File: config.mk
export PLATFORM = sky130hd
export DESIGN_NAME = output_handler
export DESIGN_NICKNAME = d
export VERILOG_FILES = /design/src/rtl/output_handler_pkg.sv /design/src/rtl/output_handler_led_pwm.sv /design/src/rtl/output_handler.sv
export SDC_FILE = /design/constraint.sdc
export NUM_CORES = 1
export LEC_CHECK = 0
export CAP_MARGIN = 40
export CORE_ASPECT_RATIO = 0.75
export CORE_MARGIN = 2
export CORE_UTILIZATION = 40
export DETAILED_ROUTE_END_ITERATION = 16
export GPL_TIMING_DRIVEN = 0
export SLEW_MARGIN = 30
export SYNTH_ARGS = -nofsm -noshare
export SYNTH_HDL_FRONTEND = slang
export SYNTH_HIERARCHICAL = 1
export SYNTH_SLANG_ARGS = --single-unit
File: constraint.sdc
create_clock -name clk -period 3.8 [get_ports clk]
set_input_delay 1.14 -clock clk [delete_from_list [all_inputs] [get_ports clk]]
set_output_delay 1.14 -clock clk [all_outputs]
set_load 0.05 [all_outputs]
File: src/rtl/output_handler_pkg.sv
// Shared definitions for the output handler: port map, FSM encodings,
// captured request layout and the PWM compare helper.
package output_handler_pkg;

    // Output port map
    localparam logic [2:0] OUT_PORT_LEDS    = 3'd0;
    localparam logic [2:0] OUT_PORT_GPIO_P6 = 3'd1;
    localparam logic [2:0] OUT_PORT_GPIO_P7 = 3'd2;
    localparam logic [2:0] OUT_PORT_GPIO_P8 = 3'd3;
    localparam logic [2:0] OUT_PORT_GPIO_P9 = 3'd4;
    localparam logic [2:0] OUT_PORT_PULSE   = 3'd5;
    localparam logic [2:0] OUT_PORT_CLEAR   = 3'd6;
    localparam logic [2:0] OUT_PORT_PWM     = 3'd7;

    localparam int unsigned NUM_USER_OUTPUTS = 40;

    // Handshake FSM encodings
    localparam logic [0:0] ST_IDLE  = 1'b0;
    localparam logic [0:0] ST_APPLY = 1'b1;

    // Request captured at the handshake edge, consumed in APPLY
    typedef struct packed {
        logic [2:0] port;
        logic [7:0] data;
    } out_req_t;

    // PWM gate: full duty is always on, otherwise on while counter < duty
    function automatic logic pwm_on(input logic [7:0] duty, input logic [7:0] cnt);
        return (duty == 8'hFF) || (cnt < duty);
    endfunction

endpackage

File: src/rtl/output_handler_led_pwm.sv
// LED PWM gate, used only when OUTPUT_PWM_EN is defined.
// duty and composite are the values that will be in effect after the
// coming edge, so the registered leds track them without a cycle of lag.
module led_pwm
    import output_handler_pkg::*;
(
    input  logic       clk,
    input  logic       rst_n,
    input  logic [7:0] duty,
    input  logic [7:0] composite,
    output logic [7:0] leds
);

    logic [7:0] r_pwm_cnt;
    logic [7:0] r_leds;
    logic [7:0] w_pwm_cnt_nxt;

    assign w_pwm_cnt_nxt = r_pwm_cnt + 8'd1;

    // Free-running PWM counter and gated, registered LED outputs
    always_ff @(posedge clk or negedge rst_n) begin
        if (!rst_n) begin
            r_pwm_cnt <= '0;
            r_leds    <= '0;
        end else begin
            r_pwm_cnt <= w_pwm_cnt_nxt;
            r_leds    <= composite & {8{pwm_on(duty, w_pwm_cnt_nxt)}};
        end
    end

    assign leds = r_leds;

endmodule

File: src/rtl/output_handler.sv
// Output handler: accepts processor OUTPUT writes through a valid/ready
// handshake and drives the LED, pulse and GPIO output registers.
// Optional feature: define OUTPUT_PWM_EN to add LED PWM dimming on port 7.
module output_handler
    import output_handler_pkg::*;
#(
    parameter int unsigned PULSE_CYCLES = 50000,
    parameter int unsigned PULSE_W      = 16
) (
    input  logic       clk,
    input  logic       rst_n,
    input  logic       out_valid,
    output logic       out_ready,
    input  logic [2:0] out_port,
    input  logic [7:0] out_data,
    output logic [7:0] leds,
    output logic [7:0] gpio_p6,
    output logic [7:0] gpio_p7,
    output logic [7:0] gpio_p8,
    output logic [7:0] gpio_p9
);

    localparam logic [PULSE_W-1:0] C_PULSE_LOAD = PULSE_W'(PULSE_CYCLES - 1);

    logic [0:0]         r_state;
    logic               r_ready;
    out_req_t           r_req;

    logic [7:0]         r_led_reg;
    logic [7:0]         r_gpio_p6;
    logic [7:0]         r_gpio_p7;
    logic [7:0]         r_gpio_p8;
    logic [7:0]         r_gpio_p9;
    logic [7:0]         r_pulse_mask;
    logic [PULSE_W-1:0] r_pulse_cnt;

    logic               w_apply;
    logic [7:0]         w_led_nxt;
    logic [7:0]         w_gpio_p6_nxt;
    logic [7:0]         w_gpio_p7_nxt;
    logic [7:0]         w_gpio_p8_nxt;
    logic [7:0]         w_gpio_p9_nxt;
    logic [7:0]         w_mask_nxt;
    logic [PULSE_W-1:0] w_cnt_nxt;
    logic [7:0]         w_comp_nxt;

    assign w_apply = (r_state == ST_APPLY);

    // Handshake FSM: capture in IDLE, apply for one cycle, back to IDLE
    always_ff @(posedge clk or negedge rst_n) begin
        if (!rst_n) begin
            r_state <= ST_IDLE;
            r_ready <= 1'b1;
            r_req   <= '0;
        end else begin
            case (r_state)
                ST_IDLE: begin
                    if (out_valid && r_ready) begin
                        r_req.port <= out_port;
                        r_req.data <= out_data;
                        r_state    <= ST_APPLY;
                        r_ready    <= 1'b0;
                    end
                end
                default: begin
                    r_state <= ST_IDLE;
                    r_ready <= 1'b1;
                end
            endcase
        end
    end

    // Next-state of the output registers: pulse timer first, then any write on top.
    // The counter holds remaining pulse cycles minus one; the mask drops on the
    // edge seen with counter == 0, so a pulse lasts exactly PULSE_CYCLES cycles
    // and a pulse write on that same edge overrides the drop.
    always_comb begin
        w_led_nxt     = r_led_reg;
        w_gpio_p6_nxt = r_gpio_p6;
        w_gpio_p7_nxt = r_gpio_p7;
        w_gpio_p8_nxt = r_gpio_p8;
        w_gpio_p9_nxt = r_gpio_p9;
        w_mask_nxt    = r_pulse_mask;
        w_cnt_nxt     = r_pulse_cnt;

        if (r_pulse_cnt != '0) begin
            w_cnt_nxt = r_pulse_cnt - 1'b1;
        end else begin
            w_mask_nxt = '0;
        end

        if (w_apply) begin
            case (r_req.port)
                OUT_PORT_LEDS:    w_led_nxt     = r_req.data;
                OUT_PORT_GPIO_P6: w_gpio_p6_nxt = r_req.data;
                OUT_PORT_GPIO_P7: w_gpio_p7_nxt = r_req.data;
                OUT_PORT_GPIO_P8: w_gpio_p8_nxt = r_req.data;
                OUT_PORT_GPIO_P9: w_gpio_p9_nxt = r_req.data;
                OUT_PORT_PULSE: begin
                    w_mask_nxt = r_pulse_mask | r_req.data;
                    w_cnt_nxt  = C_PULSE_LOAD;
                end
                OUT_PORT_CLEAR: begin
                    w_led_nxt     = '0;
                    w_gpio_p6_nxt = '0;
                    w_gpio_p7_nxt = '0;
                    w_gpio_p8_nxt = '0;
                    w_gpio_p9_nxt = '0;
                    w_mask_nxt    = '0;
                    w_cnt_nxt     = '0;
                end
                default: ;
            endcase
        end
    end

    assign w_comp_nxt = w_led_nxt | w_mask_nxt;

    // Output and pulse state registers
    always_ff @(posedge clk or negedge rst_n) begin
        if (!rst_n) begin
            r_led_reg    <= '0;
            r_gpio_p6    <= '0;
            r_gpio_p7    <= '0;
            r_gpio_p8    <= '0;
            r_gpio_p9    <= '0;
            r_pulse_mask <= '0;
            r_pulse_cnt  <= '0;
        end else begin
            r_led_reg    <= w_led_nxt;
            r_gpio_p6    <= w_gpio_p6_nxt;
            r_gpio_p7    <= w_gpio_p7_nxt;
            r_gpio_p8    <= w_gpio_p8_nxt;
            r_gpio_p9    <= w_gpio_p9_nxt;
            r_pulse_mask <= w_mask_nxt;
            r_pulse_cnt  <= w_cnt_nxt;
        end
    end

`ifdef OUTPUT_PWM_EN
    logic [7:0] r_duty;
    logic [7:0] w_duty_nxt;

    // Duty register next-state: loaded by a port 7 write
    always_comb begin
        w_duty_nxt = r_duty;
        if (w_apply && (r_req.port == OUT_PORT_PWM)) begin
            w_duty_nxt = r_req.data;
        end
    end

    // Duty register, full brightness out of reset
    always_ff @(posedge clk or negedge rst_n) begin
        if (!rst_n) begin
            r_duty <= 8'hFF;
        end else begin
            r_duty <= w_duty_nxt;
        end
    end

    led_pwm u_led_pwm (
        .clk       (clk),
        .rst_n     (rst_n),
        .duty      (w_duty_nxt),
        .composite (w_comp_nxt),
        .leds      (leds)
    );
`else
    logic [7:0] r_leds;

    // Registered LED composite so leds comes straight from a flop
    always_ff @(posedge clk or negedge rst_n) begin
        if (!rst_n) begin
            r_leds <= '0;
        end else begin
            r_leds <= w_comp_nxt;
        end
    end

    assign leds = r_leds;
`endif

    assign out_ready = r_ready;
    assign gpio_p6   = r_gpio_p6;
    assign gpio_p7   = r_gpio_p7;
    assign gpio_p8   = r_gpio_p8;
    assign gpio_p9   = r_gpio_p9;

endmodule

Fig. 1: run 1, sizing map
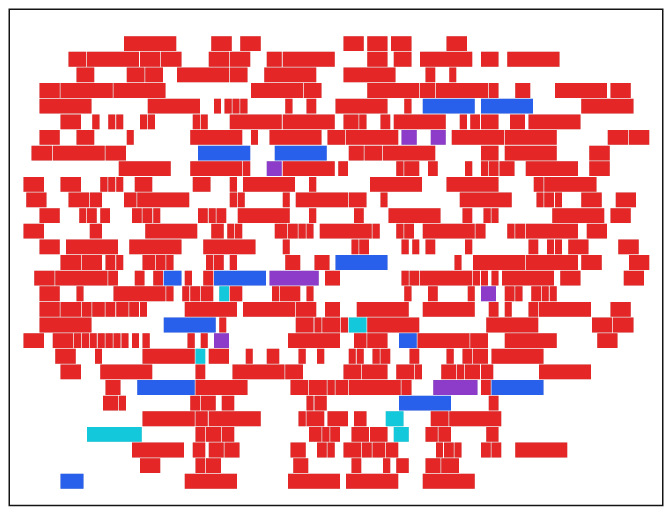
colour	size	cells
purple	drive 3 to 4	7
blue	drive 6 and up	13
cyan	drive 2	6
red	drive 1 or less	392
Synth-to-Final Area Change: 27.3%
post-route cell area: 4580 sq um

Fig. 2: run 1, clock nets
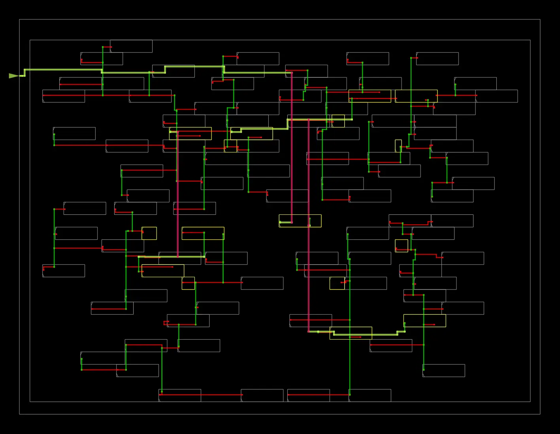
Seq Cell Count: 85
Clock Skew: 7.49 ps

==> Slide: Implementation Results, run 1 <==
Synthesis and Place & Route Summary

GRT
  – Initial antenna violation count: 0
  – Grt met1 use: 31.8%
  – Largest net degree at the start of global routing: 46
  – Vias in the first global route: 2819

Detailed routing
  – Final WL: 9040 um
  – Residual DRC: 0
  – Wire length on met1: 4680 um
  – Router iterations before antenna repair: 5

Yosys
  – Yosys Warn Count: 6
  – Simple share: 20.6%
  – Yosys stat cell total: 347
  – Cells after Synth: 347
  – Post-synth EDFFs: 0
  – YS chip area: 3590 sq um
  – Mux share: 0.557%

CTS
  – Setup bufs post-CTS: 0
  – CTS buffer count: 9
  – # H-tree levels: 3
  – Clock transition at the registers of the reported paths: 60 ps
  – Post-CTS Hold Fix Bufs: 0
  – Clk sinks: 85

Cells and area
  – Multi-input combinational area share: 30.1%
  – Inverters: 6
  – N_diodes: 0
  – Fin util: 53.2%

Run status
  – Status: finished, final reports clean

Setup path
  – Register-to-Register Path Depth: 7
  – CP cell instances: clkdlybuf4s50_1
  – Critical path capture point: out_ready
  – Critical path launch point: out_ready

Floorplan
  – CORE AREA: 8600 sq um
  – # rows: 29
  – IO Pins: 55

Worst hold path
  – Hold EP: gpio_p9[0]
  – Min-delay src: gpio_p9[0]

Power
  – PD cells: 384 nW/um^2
  – Top Consumer: registers

Timing
  – Setup TNS: 0 ps

Place
  – Detailed placement HPWL: 6080 um
Fig. 3: run 1, metal 1
Supply wires on this layer in grey.
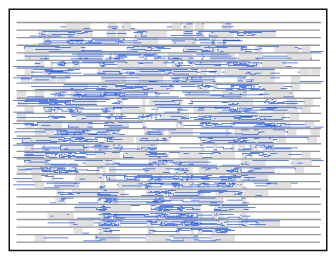
share of all routed wire	52%
wire length on this layer	4680 um
main direction	horizontal
nets with wire on the layer	389
longest straight run	38.6 um

==> run 2, diff against run 1 <==
==> constraint.sdc (replaced) <==
create_clock -name clk -period 2.7 [get_ports clk]
set_input_delay 0.81 -clock clk [delete_from_list [all_inputs] [get_ports clk]]
set_output_delay 0.81 -clock clk [all_outputs]
set_load 0.05 [all_outputs]
Fig. 4: run 2, sizing map
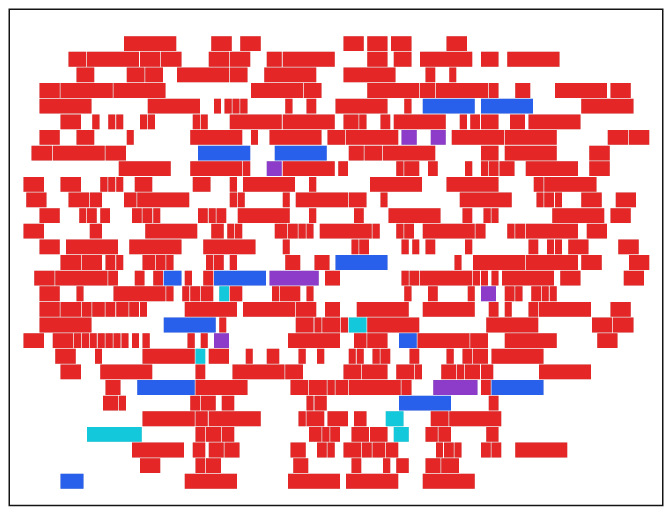
colour	size	cells
purple	drive 3 to 4	7
blue	drive 6 and up	13
cyan	drive 2	6
red	drive 1 or less	392
Non-clk bufs: 71
worst setup margin: 207 ps

==> run 2 against run 1 <==
  * Sequential share of layout area did not move
  * First-iteration DRC count did not move
  * Hold slack got worse by 93 ps
  * Core utilization did not move
  * Final cell count did not move
  * Highest routed layer unchanged
  * Clock skew did not move
  * Area after synthesis did not move
  * Flip-flop count did not move
  * Global-route usage did not move
  * Synthesized cell count did not move
  * Wire length did not move
==> Slide: Implementation Results, run 2 <==
Synthesis and Place & Route Summary

Setup path
  – WP buf/inv: 1
  – Reg-to-Reg Start: r_pulse_cnt[0]
  – Delay-heaviest family, CP: buffers and inverters
  – Critical path capture point: out_ready
  – Critical path launch point: out_ready
  – CP peak stage delay: 800 ps
  – CP endpoint kind: primary output
  – Crit-path slowest cell: clkdlybuf4s50_1
  – CP cell instances: clkdlybuf4s50_1
  – Register-to-Register Path Depth: 7

CTS
  – Post-CTS Hold Fix Bufs: 0
  – Setup bufs post-CTS: 0
  – CTS buffer count: 9
  – Clk sinks: 85
  – Clock transition at the registers of the reported paths: 60 ps
  – # H-tree levels: 3

Place
  – Cells after DPL: 510
  – Routability congestion estimate: 0.828
  – Pre-CTS setup slack: 468 ps
  – IO buf count: 54
  – Detailed placement HPWL: 6080 um

Cells and area
  – Seq Cell Count: 85
  – Sequential portion of the cell area: 46.5%
  – Synth-to-Final Area Change: 27.3%
  – Share of cells above drive strength 1: 6.22%
  – Biggest register: r_pulse_cnt
  – N_diodes: 0
  – Buffering overhead: 13.9%
  – Most frequent cells in the layout: dfrtp_1 (84), nand2_1 (72), clkdlybuf4s50_1 (53)
  – Logic area: 1380 sq um
  – Sequential cell area: 2130 sq um
  – Multi-input combinational area share: 30.1%
  – Inverters: 6
  – Fin util: 53.2%
  – Post-route cell area: 4580 sq um

Job
  – OpenROAD warning count: 26
  – Max-cap violations: 0

Floorplan
  – # rows: 29
  – IO Pins: 55
  – CORE AREA: 8600 sq um

Detailed routing
  – Antenna viol nets, final: 0
  – 1st-iter DRT viols: 139
  – Residual DRC: 0
  – Router iterations before antenna repair: 5
  – Wire length per cell: 17.2 um
  – Wire length on met1: 4680 um
  – Final WL: 9040 um

Yosys
  – Synth top cell by count: dfrtp_1
  – Async set or reset register ratio after synthesis: 100%
  – Post-synth area hogs: dfrtp_1 (58%), nand2_1 (7.5%), a22o_1 (3.9%)
  – Synth top cells by count: dfrtp_1 (84), nand2_1 (72), o21ai_0 (28), a21oi_1 (21)
  – Yosys Warn Count: 6
  – YS chip area: 3590 sq um
  – Synth Area per Inst: 10.4 sq um
  – Yosys stat cell total: 347
  – Mux share: 0.557%
  – Cells after Synth: 347
  – Mapped Area: 3590 sq um
  – XOR/XNOR Area Share: 0.244%
  – AO/OA Area Share: 16.5%
  – Post-synth EDFFs: 0
  – Main logic family: simple AND/OR/NAND/NOR gates
  – Area share of the largest cell type after synthesis: 58.5%
  – Simple share: 20.6%

Run status
  – Status: finished, final reports clean

Power
  – Switching share of power: 22.2%
  – Top Consumer: registers
  – Sequential power: 1270 uW
  – Comb. pwr: 49.7 uW
  – Net Sw Power: 549 uW
  – Sequential power share: 51.5%
  – PD cells: 541 nW/um^2
  – Maximum VDD drop: 318 uV

GRT
  – Grt met2 use: 27.3%
  – Largest net degree at the start of global routing: 46
  – GRT overflow: 0
  – Vias in the first global route: 2819
  – Initial antenna violation count: 0
  – Grt met1 use: 31.8%

Timing
  – Worst slew margin: 54.2%
  – Setup TNS: 0 ps
  – RSZ-0062 raised after global routing: false
  – Clock Skew: 7.49 ps
  – Worst-Margin Slew: 682 ps
  – Tcrit/Tclk final: 92.3%
  – Tmin final: 2490 ps

Worst hold path
  – Worst hold path type: input pin to async pin
Fig. 5: run 2, clock nets
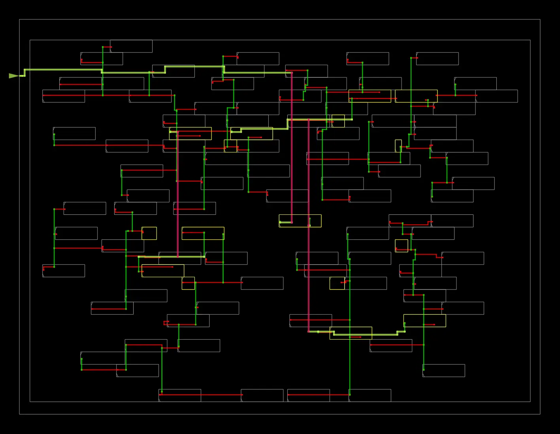
Late-Pin Clk Latency: 340 ps
clock group total power: 1150 uW

==> run 3, diff against run 2 <==
--- a/config.mk
+++ b/config.mk
@@ -10,7 +10,9 @@
 export CORE_MARGIN = 2
 export CORE_UTILIZATION = 40
 export DETAILED_ROUTE_END_ITERATION = 16
+export GPL_ROUTABILITY_DRIVEN = 0
 export GPL_TIMING_DRIVEN = 0
+export PLACE_DENSITY_LB_ADDON = 0.1
 export SLEW_MARGIN = 30
 export SYNTH_ARGS = -nofsm -noshare
 export SYNTH_HDL_FRONTEND = slang
Fig. 6: run 3, placed cells, one colour a class
The bar under the picture is 20 um long.
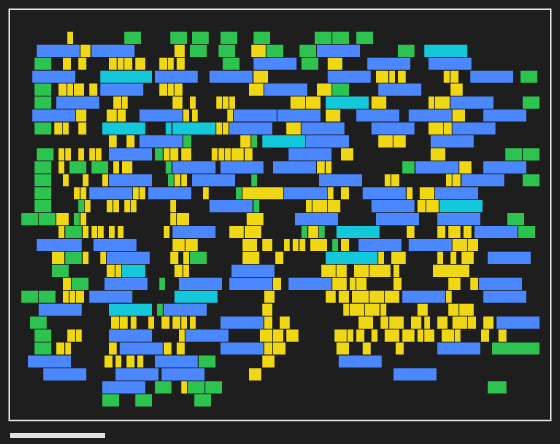
colour	class	cells	share of their area
green	other buffers and delay cells	71	14%
cyan	clock drivers and dummy loads	13	6.8%
yellow	all other logic	246	31%
blue	flops	85	48%

==> run 3 against run 2 <==
  * Highest routed layer unchanged
  * Power up 5.7%
  * Hold slack lost 62 ps
  * Sequential share of layout area down 0.27 points
  * Critical endpoint unchanged
  * Final cell count decreased by 0.57%
  * Via count hardly changed
  * Sequential power barely moved
  * Register-to-register slack got worse by 70 ps
  * Clock power rose by about 10%
  * Wire length decreased by 1.6%
==> Slide: Implementation Results, run 3 <==
Synthesis and Place & Route Summary

Cells and area
  – Post-route cell area: 4600 sq um
  – Inverters: 6
  – Multi-input combinational area share: 29.9%
  – Most frequent cells in the layout: dfrtp_1 (84), nand2_1 (72), clkdlybuf4s50_1 (53)
  – Seq Cell Count: 85
  – Synth-to-Final Area Change: 28.0%
  – Logic area: 1380 sq um
  – Buffering overhead: 13.8%
  – N_diodes: 0
  – Share of cells above drive strength 1: 5.54%

Yosys
  – XOR/XNOR Area Share: 0.244%
  – Mapped Area: 3590 sq um
  – Mux share: 0.557%
  – Post-synth area hogs: dfrtp_1 (58%), nand2_1 (7.5%), a22o_1 (3.9%)
  – Async set or reset register ratio after synthesis: 100%
  – Synth Area per Inst: 10.4 sq um
  – Yosys stat cell total: 347
  – Main logic family: simple AND/OR/NAND/NOR gates
  – Post-synth EDFFs: 0
  – AO/OA Area Share: 16.5%
  – Simple share: 20.6%
  – Area share of the largest cell type after synthesis: 58.5%
  – Synth top cells by count: dfrtp_1 (84), nand2_1 (72), o21ai_0 (28), a21oi_1 (21)
  – Cells after Synth: 347
  – Synth top cell by count: dfrtp_1

Timing
  – Worst setup margin: 216 ps
  – Tcrit/Tclk final: 92.0%
  – Final Max Tran Viols: 0
  – Worst slew margin: 58.5%
  – Clock Skew: 5.01 ps
  – RSZ-0062 raised after global routing: false
  – Setup TNS: 0 ps
  – Tmin final: 2480 ps
  – Worst-Margin Slew: 616 ps

Power
  – Net Sw Power: 498 uW
  – Sequential power: 1270 uW
  – Maximum VDD drop: 353 uV
  – Sequential power share: 48.7%
  – Comb. pwr: 48.9 uW
  – Top Consumer: clock
  – PD cells: 568 nW/um^2
  – Switching share of power: 19.1%

Detailed routing
  – Wire length on met1: 4450 um
  – Residual DRC: 0
  – Final WL: 8900 um
  – Wire length per cell: 17.0 um
  – Antenna viol nets, final: 0

CTS
  – # H-tree levels: 3
  – Clock transition at the registers of the reported paths: 60 ps
  – Post-CTS Hold Fix Bufs: 0
  – Setup bufs post-CTS: 0
  – CTS buffer count: 9
  – Late-Pin Clk Latency: 340 ps

Setup path
  – Register-to-Register Path Depth: 7
  – CP endpoint kind: primary output
  – Delay-heaviest family, CP: buffers and inverters
  – Reg-to-Reg Start: r_pulse_cnt[0]
  – Crit-path slowest cell: clkdlybuf4s50_1
  – CP peak stage delay: 800 ps
  – Critical path capture point: out_ready

Job
  – OpenROAD warning count: 26
  – Max-cap violations: 0

GRT
  – Grt met1 use: 29.9%
  – Grt met2 use: 27.0%
  – Initial antenna violation count: 0
  – Largest net degree at the start of global routing: 61
  – GRT overflow: 0

Floorplan
  – IO Pins: 55
  – Die height: 86.1 um
  – CORE AREA: 8600 sq um
  – # rows: 29

Worst hold path
  – Worst hold path type: input pin to async pin

Place
  – Cells after DPL: 510
  – Detailed placement HPWL: 6050 um
  – IO buf count: 54
  – Pre-CTS setup slack: 465 ps

Run status
  – Status: finished, final reports clean
Fig. 7: run 3, clock distribution
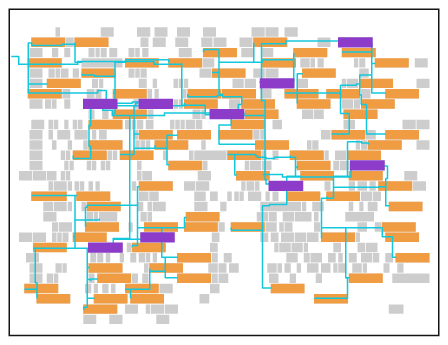
[orange] flip-flops | count: 85
[cyan] clock wires | length: 1050 um
[purple] cells driving clock nets | count: 9
flops lie	spread over the die

Power figures rest on the tool's default switching activity, not on a simulated workload.
